## config.mk

```make
export PLATFORM = sky130hd
export DESIGN_NAME = zle_arb2
export DESIGN_NICKNAME = d
export VERILOG_FILES = /design/src/rtl/zle_arb_pkg.sv /design/src/rtl/zle_arb2_fsm.sv /design/src/rtl/zle_arb2.sv
export SDC_FILE = /design/constraint.sdc
export NUM_CORES = 1
export LEC_CHECK = 0
export CORE_MARGIN = 4
export CORE_UTILIZATION = 45
export CTS_BUF_LIST = sky130_fd_sc_hd__clkbuf_2
export CTS_CLUSTER_DIAMETER = 120
export DETAILED_ROUTE_END_ITERATION = 8
export PLACE_DENSITY = 0.87
export SLEW_MARGIN = 40
export SYNTH_ARGS = -nofsm -noshare
export SYNTH_HDL_FRONTEND = slang
export SYNTH_SLANG_ARGS = --single-unit
export TNS_END_PERCENT = 30
```

## constraint.sdc

```tcl
create_clock -name clock -period 2.1 [get_ports clock]
set_input_delay 0.63 -clock clock [delete_from_list [all_inputs] [get_ports clock]]
set_output_delay 0.63 -clock clock [all_outputs]
set_load 0.03 [all_outputs]
```

## src/rtl/zle_arb_pkg.sv

```systemverilog
// Shared encodings and defaults for the zle_arb2 two-source ZLE arbiter.
// Optional per-source/switch statistics are enabled with ZLE_ARB_STATS_EN.
package zle_arb_pkg;

    localparam int W_DEF     = 3;
    localparam int BURST_DEF = 8;
    localparam int CW_DEF    = 4;
    localparam int STATS_W   = 16;

    // The grant output is the state encoding itself.
    typedef enum logic [1:0] {
        ST_IDLE = 2'b00,
        ST_GA   = 2'b01,
        ST_GB   = 2'b10
    } state_e;

    typedef enum logic {
        SRC_A = 1'b0,
        SRC_B = 1'b1
    } src_e;

endpackage

```

## src/rtl/zle_arb2_fsm.sv

```systemverilog
// Grant FSM: holds state, burst count, clean flag and last grant; switches only at clean points.
// With ZLE_ARB_STATS_EN defined it also flags GA<->GB direct switches.
module zle_arb2_fsm
    import zle_arb_pkg::*;
#(
    parameter int BURST = BURST_DEF,
    parameter int CW    = CW_DEF
) (
    input  logic   clock,
    input  logic   reset,
    input  logic   a_v_i,
    input  logic   b_v_i,
    input  logic   a_nz_i,
    input  logic   b_nz_i,
    input  logic   z_b_i,
    output state_e state_o,
    output logic   sel_a_o,
    output logic   sel_b_o
`ifdef ZLE_ARB_STATS_EN
    ,
    output logic   sw_o
`endif
);

    localparam logic [CW-1:0] BURST_C = CW'(BURST);

    state_e          state_q, state_d;
    logic [CW-1:0]   cnt_q, cnt_d;
    logic            clean_q, clean_d;
    src_e            last_q, last_d;

    logic            own_v, own_nz, oth_v, xfer, clean_n;
    logic [CW-1:0]   cnt_n;

    // NOTE: every variable gets a default before the case so no path infers a latch.
    always_comb begin
        state_d = state_q;
        cnt_d   = cnt_q;
        clean_d = clean_q;
        last_d  = last_q;
        own_v   = 1'b0;
        own_nz  = 1'b0;
        oth_v   = 1'b0;

        unique case (state_q)
            ST_GA: begin
                own_v  = a_v_i;
                own_nz = a_nz_i;
                oth_v  = b_v_i;
            end
            ST_GB: begin
                own_v  = b_v_i;
                own_nz = b_nz_i;
                oth_v  = a_v_i;
            end
            default: ;
        endcase

        xfer    = own_v && !z_b_i;
        cnt_n   = xfer ? ((cnt_q == BURST_C) ? cnt_q : cnt_q + CW'(1)) : cnt_q;
        clean_n = xfer ? own_nz : clean_q;

        unique case (state_q)
            ST_IDLE: begin
                if (a_v_i && (!b_v_i || last_q == SRC_B)) begin
                    state_d = ST_GA;
                end else if (b_v_i) begin
                    state_d = ST_GB;
                end
            end
            ST_GA, ST_GB: begin
                cnt_d   = cnt_n;
                clean_d = clean_n;
                // A dirty run (last token zero) pins the grant regardless of quota.
                if (clean_n && oth_v && (cnt_n == BURST_C || !own_v)) begin
                    state_d = (state_q == ST_GA) ? ST_GB : ST_GA;
                    cnt_d   = '0;
                    last_d  = (state_q == ST_GA) ? SRC_A : SRC_B;
                end else if (clean_n && !own_v && !oth_v) begin
                    state_d = ST_IDLE;
                    cnt_d   = '0;
                    last_d  = (state_q == ST_GA) ? SRC_A : SRC_B;
                end
            end
            default: state_d = ST_IDLE;
        endcase
    end

    // NOTE: state is updated with non-blocking assignments so all registers see pre-edge values.
    always_ff @(posedge clock) begin
        if (reset) begin
            state_q <= ST_IDLE;
            cnt_q   <= '0;
            clean_q <= 1'b1;
            last_q  <= SRC_B;
        end else begin
            state_q <= state_d;
            cnt_q   <= cnt_d;
            clean_q <= clean_d;
            last_q  <= last_d;
        end
    end

    assign state_o = state_q;
    assign sel_a_o = (state_q == ST_GA);
    assign sel_b_o = (state_q == ST_GB);

`ifdef ZLE_ARB_STATS_EN
    assign sw_o = ((state_q == ST_GA) && (state_d == ST_GB)) ||
                  ((state_q == ST_GB) && (state_d == ST_GA));
`endif

endmodule

```

## src/rtl/zle_arb2.sv

```systemverilog
// Two-source round-robin arbiter feeding one ZLE encoder; grant moves only at clean token boundaries.
// Define ZLE_ARB_STATS_EN to add per-source token counters and a direct-switch counter.
module zle_arb2
    import zle_arb_pkg::*;
#(
    parameter int W     = W_DEF,
    parameter int BURST = BURST_DEF,
    parameter int CW    = CW_DEF
) (
    input  logic         clock,
    input  logic         reset,
    input  logic [W-1:0] a_d,
    input  logic         a_v,
    output logic         a_b,
    input  logic [W-1:0] b_d,
    input  logic         b_v,
    output logic         b_b,
    output logic [W-1:0] z_d,
    output logic         z_v,
    input  logic         z_b,
    output logic [1:0]   gnt
`ifdef ZLE_ARB_STATS_EN
    ,
    output logic [STATS_W-1:0] a_cnt,
    output logic [STATS_W-1:0] b_cnt,
    output logic [STATS_W-1:0] sw_cnt
`endif
);

    state_e state;
    logic   sel_a, sel_b;
`ifdef ZLE_ARB_STATS_EN
    logic   sw;
`endif

    zle_arb2_fsm #(
        .BURST (BURST),
        .CW    (CW)
    ) u_fsm (
        .clock   (clock),
        .reset   (reset),
        .a_v_i   (a_v),
        .b_v_i   (b_v),
        .a_nz_i  (a_d != '0),
        .b_nz_i  (b_d != '0),
        .z_b_i   (z_b),
        .state_o (state),
        .sel_a_o (sel_a),
        .sel_b_o (sel_b)
`ifdef ZLE_ARB_STATS_EN
        ,
        .sw_o    (sw)
`endif
    );

    assign gnt = state;

    always_comb begin
        z_d = '0;
        z_v = 1'b0;
        a_b = 1'b1;
        b_b = 1'b1;
        if (sel_a) begin
            z_d = a_d;
            z_v = a_v;
            a_b = z_b;
        end else if (sel_b) begin
            z_d = b_d;
            z_v = b_v;
            b_b = z_b;
        end
    end

`ifdef ZLE_ARB_STATS_EN
    logic [STATS_W-1:0] a_cnt_q, b_cnt_q, sw_cnt_q;

    always_ff @(posedge clock) begin
        if (reset) begin
            a_cnt_q  <= '0;
            b_cnt_q  <= '0;
            sw_cnt_q <= '0;
        end else begin
            if (a_v && !a_b) a_cnt_q  <= a_cnt_q + STATS_W'(1);
            if (b_v && !b_b) b_cnt_q  <= b_cnt_q + STATS_W'(1);
            if (sw)          sw_cnt_q <= sw_cnt_q + STATS_W'(1);
        end
    end

    assign a_cnt  = a_cnt_q;
    assign b_cnt  = b_cnt_q;
    assign sw_cnt = sw_cnt_q;
`endif

endmodule

```

Figure 1. Layout detail (run 1).
Scale bar: 5 um. Region (16, 26) to (36, 46) um. Cells in grey, sequential cells in the stronger grey; small squares are vias.
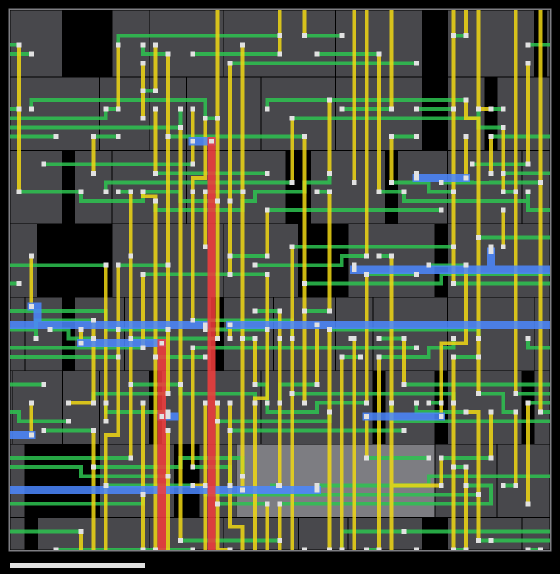
legend:
  M3:
    colour: blue
  M1:
    colour: green
  M4:
    colour: red
  M2:
    colour: yellow
most frequent: buf_4 (10), nand2_1 (5), dlygate4sd2_1 (5)
sequential cells in the window: 1
cells with their middle in the window: 44
netlist names of flops here include: `u_fsm.clean_q` (1)

Figure 2. Selected gate families (run 1).
Scale bar: 20 um.
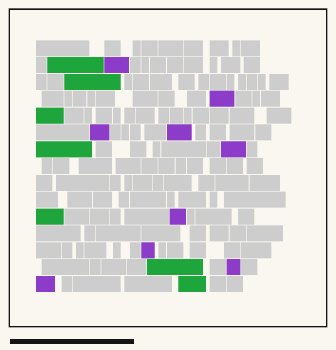
legend:
  and/or cells:
    colour: purple
    cells: 9
  fa/ha/maj cells:
    colour: green
    cells: 7
multi-input combinational area share: 51.3%
Top cell excl fill/tap: buf_4

==> flow_summary.ini, run 1 <==
; physical design summary
[status]
outcome = finished with violations
violations = setup timing

[route]
drtIter0Drc = 47
viasPerCell = 5.97
vias = 1062
routed_wl_mm = 3.45
drc_errors = 0
wl_per_cell_um = 19.4
drt_pass1_iterations = 4
postRouteAntennaNets = 0

[power_and_ir_drop]
power.switching_uw = 298
p_comb_share_pct = 61.0
p_int_uw = 406
max-vdd-ir-drop_uv = 423
power.total_uw = 704
p_seq_share_pct = 24.5
p_leak_uw = 0.000616
switching_share_pct = 42.3
clkPwrFrac_pct = 14.4
p_per_area_mw_per_mm2 = 489

[final_timing]
rsz0062_at_grt = yes
worst_pin_slew_ns = 0.428
hold_violations = 0
period_used_pct = 111
slew_headroom_pct = 71.4
fmax_mhz = 429
fin_skew_ns = 0.0147
setup_ws_ns = -0.232
fin_crit_ns = 2.33
holdWs_ns = 0.591
setup_viol = 8
finalMaxSlewViolations = 0

[grt]
grt_max_degree = 12
grt_first_pass_wirelength_mm = 5.44
overflow = 0
grt_pass1_vias = 1078
grtUsageTotal_pct = 28.3
grt_antenna_before_repair = 0

[cts]
cts-buffers-inserted = 3
cts.path.max_buffers = 2
clk_pin_slew_worst_paths_ns = 0.10
clock-sinks = 8
cts_tree = done
holdBufCountCts = 0
cts_htree_levels = 1
clkLatencyLatePin_ns = 0.26
root_buffer = clkbuf_2

[run]
maxCapViolCount = 0
log.warning_count = 34

[yosys]
yosys_area_um2 = 835
synthDistinctLibCells = 40
syn-cell-area_um2 = 835
top_area_share_pct = 19.2
yosysMostFrequentCell = nand2_1
common_cells = nand2_1, o21ai_0, inv_1, a21oi_1, dfxtp_1
ys_cells = 104
numSynthFlops = 8
postSynthAreaPerCell_um2 = 8.02
netlist_instances = 104
yosysSeqAreaShare_pct = 19.2
ys_async_sr_fraction_pct = 0
area_leaders = dfxtp_1, ha_1, nand2_1, o21ai_0, a21oi_1
top_area_cell = dfxtp_1
yosys_warnings = 0
fp_nets = 122
ys.flop_type = dfxtp_1
edf_count = 0

[worst_hold_path]
min_delay_worst_endpoint = u_fsm.clean_q
hold_class = reg -> reg
worst_hold_path.num_cells = 2
hold_start = u_fsm.clean_q

[placed_design]
portBuffers = 18
place_ws_ns = -0.670
globalplace.congestion = 0.807
dpl.hpwl_mm = 1.84
dp.cells = 166
dpl_cell_area_mm2 = 0.00120

[floorplanning]
fp.dieH_um = 51.1
initial_core_util_pct = 47.8
core_mm2 = 0.00175
die-area_mm2 = 0.00261
ios = 19
rows = 15
die-width_um = 51.1

[cells_and_area]
diodes = 0
area_delta_synth_final_pct = 72.6
fin_cells = 178
drive_gt1_share_pct = 51.0
fin_area_mm2 = 0.00144
fin_nets = 173

[critical_path]
rr_worst_depth = 9
r2r_setup_slack_ns = -0.23
crit_type = reg -> reg
cp.required_ns = 2.26
r2r-end = u_fsm.state_o[1]
endpoint_kind = register
reg2reg_from = u_fsm.state_o[0]
critPathArrivalTime_ns = 2.49
worst-path-max-fanout = 11
crit_path_start_kind = register
Figure 3. Sequential cells coloured by netlist name (run 1).
Scale bar: 20 um.
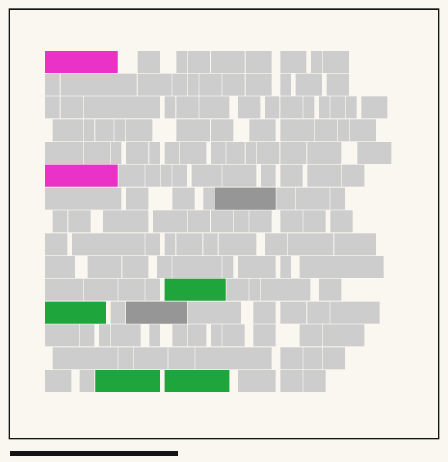
legend:
  `u_fsm.cnt_q`:
    colour: green
    flops: 4
  `u_fsm.state_o`:
    colour: magenta
    flops: 2
not coloured: 2
sequential share of cell area: 11.8%
P_seq: 173 uW
final core occ: 82.5%
sequential cell area: 170 um2

[run 1: registers in the layout, indices dropped and copies added, names as in the netlist]
register       count
u_fsm.clean_q      1
u_fsm.cnt_q        4
u_fsm.last_q       1
u_fsm.state_o      2
[run 1: through the flow]
step | util (%) | setup TNS (ns)
global placement | 69.0 | -3.99
global route | 82.5 | -2.11
CTS | 79.3 | -0.552
detailed placement | 69.0 | -4.33
floorplan | - | -0.0472
finish | 82.5 | -1.32
[run 1: cell families (layout without fill, tap and decap cells)]
kind of cell               after synthesis  after routing  share of synthesized area (%)
muxes                                    1              1                           1.35
AOI/OAI and AO/OA                       34             34                           31.5
DFF                                      8              8                           19.2
and+or+nand+nor                         39             39                           28.5
buffers and inverters                   15             64                           8.99
adders and majority gates                7              7                           10.5
[run 1: layout make-up]
| class | count | area (um2) |
|---|---|---|
| clock buffers | 3 | 15.0 |
| inverters | 9 | 36.3 |
| fillers | 99 | 305 |
| flip-flops and latches | 8 | 170 |
| repair buffers | 52 | 448 |
| multi-input cells | 81 | 739 |
| well taps | 25 | 31.3 |
[run 1: per-layer routing]
metal | part of all wire (%) | wire length, um | global-route usage [%] | vias to the layer above
li1 | - | - | - | 489
met1 | 37 | 1280 | 33.6 | 498
met2 | 52 | 1790 | 51.3 | 57
met3 | 7.3 | 253 | 4.08 | 18
met4 | 3.7 | 129 | 9.42 | 0
met5 | 0 | 0 | 0 | -
[run 1: worst max-delay path by stage]
stage,startpoint,cells after the start,end
2_1_floorplan,u_fsm.state_o[0],9,u_fsm.cnt_q[2]
3_3_place_gp,z_b,3,b_b
3_5_place_dp,z_b,3,b_b
4_1_cts,u_fsm.state_o[1],9,u_fsm.cnt_q[2]
5_1_grt,u_fsm.state_o[1],10,u_fsm.state_o[1]
6_report,u_fsm.state_o[0],9,u_fsm.state_o[1]
[run 1: worst max-delay path, cell delays in order, from the launching register on]
cell and delay (ns):
dfxtp_4 0.40, ha_1 0.25, buf_6 0.18, o31ai_1 0.10, and4_4 0.18, or3_4 0.39
o21ai_4 0.29, buf_6 0.15, o221ai_1 0.11, a21oi_1 0.17
[run 1: cell usage in the layout, fill, tap and decap left out, types with 2 or more instances in the layout]
master,instances
a211o_1,2
a21oi_1,6
a21oi_2,2
buf_4,31
buf_6,8
clkbuf_2,3
clkdlybuf4s50_1,2
dfxtp_1,4
dfxtp_2,2
dfxtp_4,2
dlygate4sd2_1,9
ha_1,3
ha_4,4
inv_1,6
inv_2,2
nand2_1,13
nand3_1,2
nor2_1,2
nor2b_4,2
nor3_1,2
nor4b_1,2
o21ai_0,5
o21ai_1,4
o31ai_1,2
or3_1,2
[run 1: power by group through the flow]
| stage | logic (uW) | registers, uW | clock network (uW) |
|---|---|---|---|
| detailed placement | 315 | 173 | 0 |
| global route | 450 | 174 | 112 |
| CTS | 375 | 172 | 94.2 |
| finish | 430 | 173 | 102 |
| floorplan | 171 | 185 | 0 |
| global placement | 304 | 173 | 0 |
[run 1: repair_timing]
item	in CTS	in global routing
endpoints found under the setup margin	10	10
pin swaps	10	8
setup buffers	10	0
resized	42	12
cloned	0	0
Figure 4. Signal wires by layer (run 1).
Scale bar: 20 um.
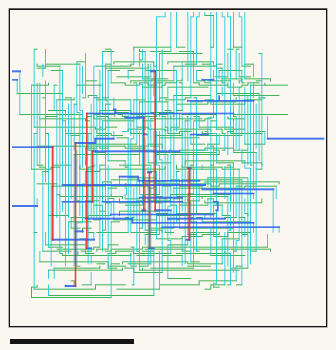

==> run 1 -> run 2 <==
--- a/config.mk
+++ b/config.mk
@@ -10,7 +10,7 @@
 export CTS_BUF_LIST = sky130_fd_sc_hd__clkbuf_2
 export CTS_CLUSTER_DIAMETER = 120
 export DETAILED_ROUTE_END_ITERATION = 8
-export PLACE_DENSITY = 0.87
+export PLACE_DENSITY = 0.77
 export SLEW_MARGIN = 40
 export SYNTH_ARGS = -nofsm -noshare
 export SYNTH_HDL_FRONTEND = slang
Figure 5. Signal wires by layer (run 2).
Scale bar: 20 um.
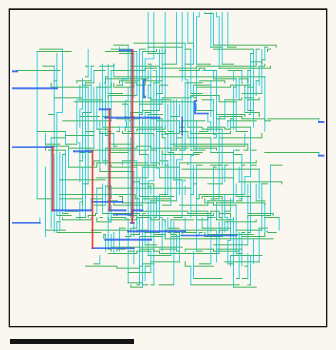
legend:
  M3:
    colour: blue
    wire_length: 96.8 um
  M1:
    colour: green
    wire_length: 1150 um
  M2:
    colour: cyan
    wire_length: 1390 um
  M4:
    colour: red
    wire_length: 70.0 um
gr usage total: 21.1%
WL/cell: 15.4 um
Total Routed Length: 2.70 mm
Vias: 994

==> run 2 against run 1 <==
- the run still ends with setup timing left
- hold slack lost 0.035 ns
- sequential share of layout area is 0.85 points higher
- critical path type unchanged
- clock-buffer cell count grew 1
- non-clock buffer count down 4
- largest cell class unchanged
==> flow_summary.ini, run 2 <==
; physical design summary
[critical_path]
crit_type = reg -> reg
rr_worst_depth = 9
r2r_setup_slack_ns = -0.13
crit_path_start_kind = register
r2r-end = u_fsm.cnt_q[2]
critPathArrivalTime_ns = 2.37
startpoint = u_fsm.state_o[1]
worst-path-max-fanout = 7
reg2reg_from = u_fsm.state_o[1]
endpoint_kind = register
cp.required_ns = 2.23

[cells_and_area]
fin_nets = 169
final_cell_mix = buf_4, nand2_1, dlygate4sd2_1
area_delta_synth_final_pct = 61.0
diodes = 0
drive_gt1_share_pct = 48.0
mi_logic_area_um2 = 693
largest_reg_flops = 4
regMostFlops = u_fsm.cnt_q
mostFrequentLayoutCell = buf_4
nFillCells = 124
ff_latch_area_um2 = 170
fin_area_mm2 = 0.00134

[grt]
grt_first_pass_wirelength_mm = 4.16
grt_antenna_before_repair = 0
grt_pass1_vias = 934
overflow = 0
grt_max_degree = 12

[cts]
clkLatencyLatePin_ns = 0.26
clk_pin_slew_worst_paths_ns = 0.11
root_buffer = clkbuf_2
clock-sinks = 8
cts_tree = done
cts-buffers-inserted = 3
cts.path.max_buffers = 2
cts_htree_levels = 1

[placed_design]
globalplace.congestion = 0.857
portBuffers = 18
dpl_cell_area_mm2 = 0.00119
dpl.hpwl_mm = 1.85

[worst_hold_path]
worst_hold_path.num_cells = 2
hold_start = u_fsm.last_q
hold_class = reg -> reg
min_delay_worst_endpoint = u_fsm.last_q

[yosys]
yosys_area_um2 = 835
syn-cell-area_um2 = 835
top_area_cell = dfxtp_1
edf_count = 0
common_cells = nand2_1, o21ai_0, inv_1, a21oi_1, dfxtp_1
ys_async_sr_fraction_pct = 0
postSynthAreaPerCell_um2 = 8.02
synthDistinctLibCells = 40
area_leaders = dfxtp_1, ha_1, nand2_1, o21ai_0, a21oi_1
numSynthFlops = 8
fp_nets = 122
yosysSeqAreaShare_pct = 19.2
ys.flop_type = dfxtp_1
yosys_warnings = 0
ys_cells = 104
netlist_instances = 104
top_area_share_pct = 19.2
yosysMostFrequentCell = nand2_1

[final_timing]
fin_crit_ns = 2.23
slew_headroom_pct = 77.1
hold_violations = 0
setup_ws_ns = -0.134
rsz0062_at_grt = yes
worst_pin_slew_ns = 0.340
finalMaxSlewViolations = 0
fmax_mhz = 448
period_used_pct = 106
setup_viol = 7
fin_skew_ns = 0.0229

[route]
viasPerCell = 5.68
postRouteAntennaNets = 0
drc_errors = 0
drt_pass1_iterations = 4
drtIter0Drc = 41

[status]
violations = setup timing
outcome = finished with violations

[run]
log.warning_count = 34
maxCapViolCount = 0

[power_and_ir_drop]
p_leak_uw = 0.000608
max-vdd-ir-drop_uv = 434
power.total_uw = 662
p_per_area_mw_per_mm2 = 492

[floorplanning]
fp.dieH_um = 51.1
die-width_um = 51.1
ios = 19
initial_core_util_pct = 47.8
rows = 15
die-area_mm2 = 0.00261
core_mm2 = 0.00175
run 2: cell types whose count changed in the layout (fill, tap and decap cells not counted), moves of 2 or more:
cell	before	now
buf_4	31	29
buf_6	8	6
clkbuf_2	3	5
o21ai_1	4	6
run 2: stage by stage:
stage | utilization, % | instances | worst slack, ns | setup TNS [ns] | hold slack (ns)
6_report | 77.0 | 175 | -0.134 | -0.543 | 0.556
5_1_grt | 77.0 | 175 | -0.188 | -1.02 | 0.612
4_1_cts | 72.6 | 170 | -0.0964 | -0.283 | 0.548
3_5_place_dp | 68.2 | 164 | -0.654 | -4.32 | 0.528
3_3_place_gp | 68.2 | 164 | -0.656 | -4.02 | 0.503
2_1_floorplan | - | 104 | -0.0472 | -0.0472 | 0.474
run 2: power breakdown:
part	switching, uW	internal [uW]
combinational	198	180
clock	62.5	50.5
sequential	9.52	161
total	270	392
run 2: layout make-up:
cell class / instances / area share, %
well taps: 25 / 2.33
flip-flops and latches: 8 / 12.7
multi-input cells: 81 / 51.6
inverters: 9 / 2.70
repair buffers: 48 / 29.2
clock buffers: 4 / 1.49
run 2: worst max path at each step:
stage,endpoint,slack [ns]
2_1_floorplan,u_fsm.cnt_q[2],-0.05
3_3_place_gp,b_b,-0.66
3_5_place_dp,b_b,-0.65
4_1_cts,u_fsm.cnt_q[2],-0.1
5_1_grt,u_fsm.cnt_q[2],-0.19
6_report,u_fsm.cnt_q[2],-0.13
run 2: timing repair:
action / CTS / global route
pin swaps: 9 / 7
resized: 31 / 15
setup endpoints to repair: 11 / 11
setup buffers: 2 / 4
hold buffers: 0 / 0
cloned: 0 / 1
run 2: logic make-up (layout without fill, tap and decap cells):
family                   Yosys count  count (layout)  share of synthesized area, %
AND/OR/NAND/NOR                   39              39                          28.5
AND-OR/OR-AND                     34              34                          31.5
buffers and inverters             15              61                          8.99
flip-flops                         8               8                          19.2
adder cells (fa/ha/maj)            7               7                          10.5
multiplexers                       1               1                          1.35
run 2: layer usage:
| layer | wire length, um | track usage, % | share of wire [%] | vias to the layer above |
|---|---|---|---|---|
| met2 | 1390 | 36.1 | 51 | 29 |
| met5 | 0 | 0 | 0 | - |
| met1 | 1150 | 25.2 | 43 | 483 |
| li1 | - | - | - | 473 |
| met4 | 70 | 9.87 | 2.6 | 0 |
| met3 | 96 | 4.08 | 3.6 | 9 |
run 2: critical path: stages, from the launching register on:
cell and delay, ns:
dfxtp_4 0.36, inv_2 0.04, buf_6 0.12, ha_4 0.15
a22o_4 0.26, and4_4 0.15, or3_4 0.41, o21ai_4 0.26
nor4bb_1 0.09, a311o_1 0.26
Figure 6. Sequential cells coloured by netlist name (run 2).
Scale bar: 20 um.
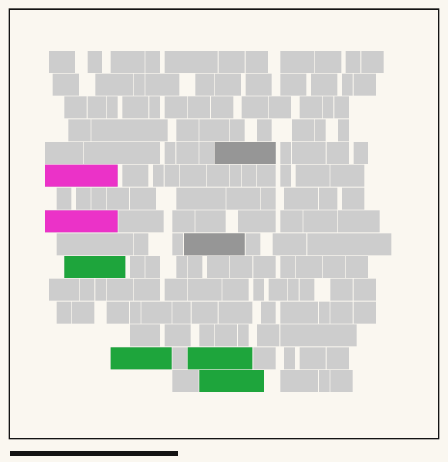

==> run 2 -> run 3 <==
--- a/config.mk
+++ b/config.mk
@@ -5,12 +5,13 @@
 export SDC_FILE = /design/constraint.sdc
 export NUM_CORES = 1
 export LEC_CHECK = 0
+export ABC_AREA = 1
 export CORE_MARGIN = 4
 export CORE_UTILIZATION = 45
 export CTS_BUF_LIST = sky130_fd_sc_hd__clkbuf_2
 export CTS_CLUSTER_DIAMETER = 120
 export DETAILED_ROUTE_END_ITERATION = 8
-export PLACE_DENSITY = 0.77
+export PLACE_DENSITY = 0.78
 export SLEW_MARGIN = 40
 export SYNTH_ARGS = -nofsm -noshare
 export SYNTH_HDL_FRONTEND = slang
Figure 7. Sequential cells coloured by netlist name (run 3).
Scale bar: 10 um.
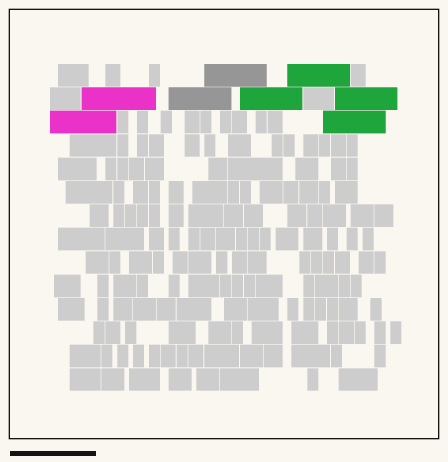
legend:
  `u_fsm.cnt_q`:
    colour: green
    flops: 4
    where: upper right
  `u_fsm.state_o`:
    colour: magenta
    flops: 2
not coloured: 2
sequential cell area: 165 um2
P_seq: 215 uW
sequential share of cell area: 14.7%
final core occ: 71.2%

==> run 3 against run 2 <==
- the flow now finishes without violations
- highest routed layer is now met3
- worst setup slack gained 0.18 ns
- sequential share of layout area grew 2.1 points
- clock-buffer cell count shrank 1
==> flow_summary.ini, run 3 <==
; physical design summary
[status]
outcome = finished, final reports clean

[grt]
grt_antenna_before_repair = 0
grt_first_pass_wirelength_mm = 3.64
grt_max_degree = 8
grtUsageTotal_pct = 18.3
grt_pass1_vias = 907
overflow = 0

[final_timing]
setup_viol = 0
holdWs_ns = 0.475
finalMaxSlewViolations = 0
period_used_pct = 98.0
hold_violations = 0
fin_skew_ns = 0.00260
rsz0062_at_grt = yes
slew_headroom_pct = 78.9
setup_ws_ns = 0.0410
fmax_mhz = 486
worst_pin_slew_ns = 0.316
fin_crit_ns = 2.06

[critical_path]
endpoint_kind = primary output
critPathArrivalTime_ns = 1.43
crit_type = in -> out
crit_path_start_kind = primary input
cp.required_ns = 1.47
worst-path-max-fanout = 2

[cts]
root_buffer = clkbuf_2
cts-buffers-inserted = 3
cts.path.max_buffers = 2
clk_pin_slew_worst_paths_ns = 0.07
holdBufCountCts = 0
clkLatencyLatePin_ns = 0.23
clock-sinks = 8
cts_htree_levels = 1
cts_tree = done

[yosys]
yosys.area_share.aoi_pct = 8.13
common_cells = nand2_1, inv_1, nand3_1, dfxtp_1
fa_ha_area_share_pct = 11.2
ys_async_sr_fraction_pct = 0
synthSimpleGateAreaFrac_pct = 50.1
area_leaders = nand2_1, dfxtp_1, ha_1, nand3_1, inv_1
netlist_instances = 131
synth.logic.top_family = simple AND/OR/NAND/NOR gates
synthDistinctLibCells = 18
yosys_area_um2 = 785
syn-cell-area_um2 = 785
edf_count = 0
yosysMostFrequentCell = nand2_1
synth_xor_xnor_area_share_pct = 0
mux_area_share_pct = 0
fp_nets = 149
yosysSeqAreaShare_pct = 20.4
ys.flop_type = dfxtp_1
ys_cells = 131
top_area_cell = nand2_1
numSynthFlops = 8
yosys_warnings = 0
top_area_share_pct = 22.5
postSynthAreaPerCell_um2 = 5.99

[placed_design]
dpl.hpwl_mm = 1.72
dp.cells = 178
globalplace.congestion = 0.829
portBuffers = 18
place_ws_ns = -0.267

[power_and_ir_drop]
p_leak_uw = 0.000556
p_int_uw = 562
power.switching_uw = 588
p_seq_share_pct = 18.7
switching_share_pct = 51.1
clkPwrFrac_pct = 7.6
max-vdd-ir-drop_uv = 880
p_comb_share_pct = 73.8
p_per_area_mw_per_mm2 = 1020

[cells_and_area]
regMostFlops = u_fsm.cnt_q
mostFrequentLayoutCell = nand2_1
final_cell_mix = nand2_1, buf_4, inv_1
largest_reg_flops = 4
fin_nets = 186
drive_gt1_share_pct = 29.5
fin_cells = 182
diodes = 0
area_delta_synth_final_pct = 43.1

[worst_hold_path]
hold_class = reg -> reg

[floorplanning]
fp.dieH_um = 49.8
rows = 14
core_mm2 = 0.00158
ios = 19
die-area_mm2 = 0.00248
die-width_um = 49.8
initial_core_util_pct = 49.8

[route]
vias = 907
drc_errors = 0
routed_wl_mm = 2.07
postRouteAntennaNets = 0
viasPerCell = 4.98
drtIter0Drc = 16
wl_per_cell_um = 11.3
drt_pass1_iterations = 4

[run]
log.warning_count = 33
maxCapViolCount = 0
## run 3: cell type report
type / instances / area [um2]
clock buffer: 3 / 15.0
fill: 151 / 454
inverter: 20 / 75.1
multi-input combinational: 102 / 563
sequential: 8 / 165
tap: 16 / 20.0
timing repair buffer: 33 / 284
## run 3: power groups by stage
| stage | Clock (uW) | Combinational [uW] | Sequential [uW] |
|---|---|---|---|
| 6_report | 87.0 | 849 | 215 |
| 2_1_floorplan | 0 | 509 | 236 |
| 5_1_grt | 105 | 942 | 218 |
| 4_1_cts | 93.7 | 844 | 208 |
| 3_5_place_dp | 0 | 821 | 207 |
| 3_3_place_gp | 0 | 804 | 207 |
## run 3: layer usage
layer	share of wire [%]	global-route usage, %
met1	41	19.7
met2	55	34.4
met3	4.0	6.02
met4	0	3.23
met5	0	0
## run 3: path summary, 6_finish.rpt
| check | startpoint | to | slack [ns] | depth (start not counted) |
|---|---|---|---|---|
| setup / recovery | a_d[2] | z_d[2] | 0.04 | 4 |
| hold / removal | u_fsm.last_q | u_fsm.last_q | 0.47 | 2 |
| setup reg to reg | u_fsm.state_o[1] | u_fsm.state_o[0] | 0.17 | 13 |
| hold reg to reg | u_fsm.last_q | u_fsm.last_q | 0.47 | 2 |
## run 3: timing repair
item / in CTS / in global routing
setup buffers: 1 / 0
setup endpoints to repair: 8 / 7
resized: 12 / 7
## run 3: through the flow
stage	total power, uW	TNS, ns	util (%)	area (um2)
2_1_floorplan	745	-0.291	-	785
4_1_cts	1150	0	70.2	1110
3_3_place_gp	1010	-1.00	67.9	1070
6_report	1150	0	71.2	1120
3_5_place_dp	1030	-1.70	67.9	1070
5_1_grt	1270	-0.0426	71.2	1120
## run 3: cells by family (layout without fill, tap and decap cells)
| group | count (synthesis) | count (layout) |
|---|---|---|
| DFF | 8 | 8 |
| AOI/OAI and AO/OA | 12 | 12 |
| adders and majority gates | 7 | 7 |
| and+or+nand+nor | 83 | 83 |
| buffers and inverters | 21 | 56 |
## run 3: critical path: stages
cell and delay [ns]:
clkdlybuf4s50_1 0.45, inv_1 0.05, o21ai_2 0.12, buf_4 0.17
No activity file was given, so power comes from the tool's default toggle rates.
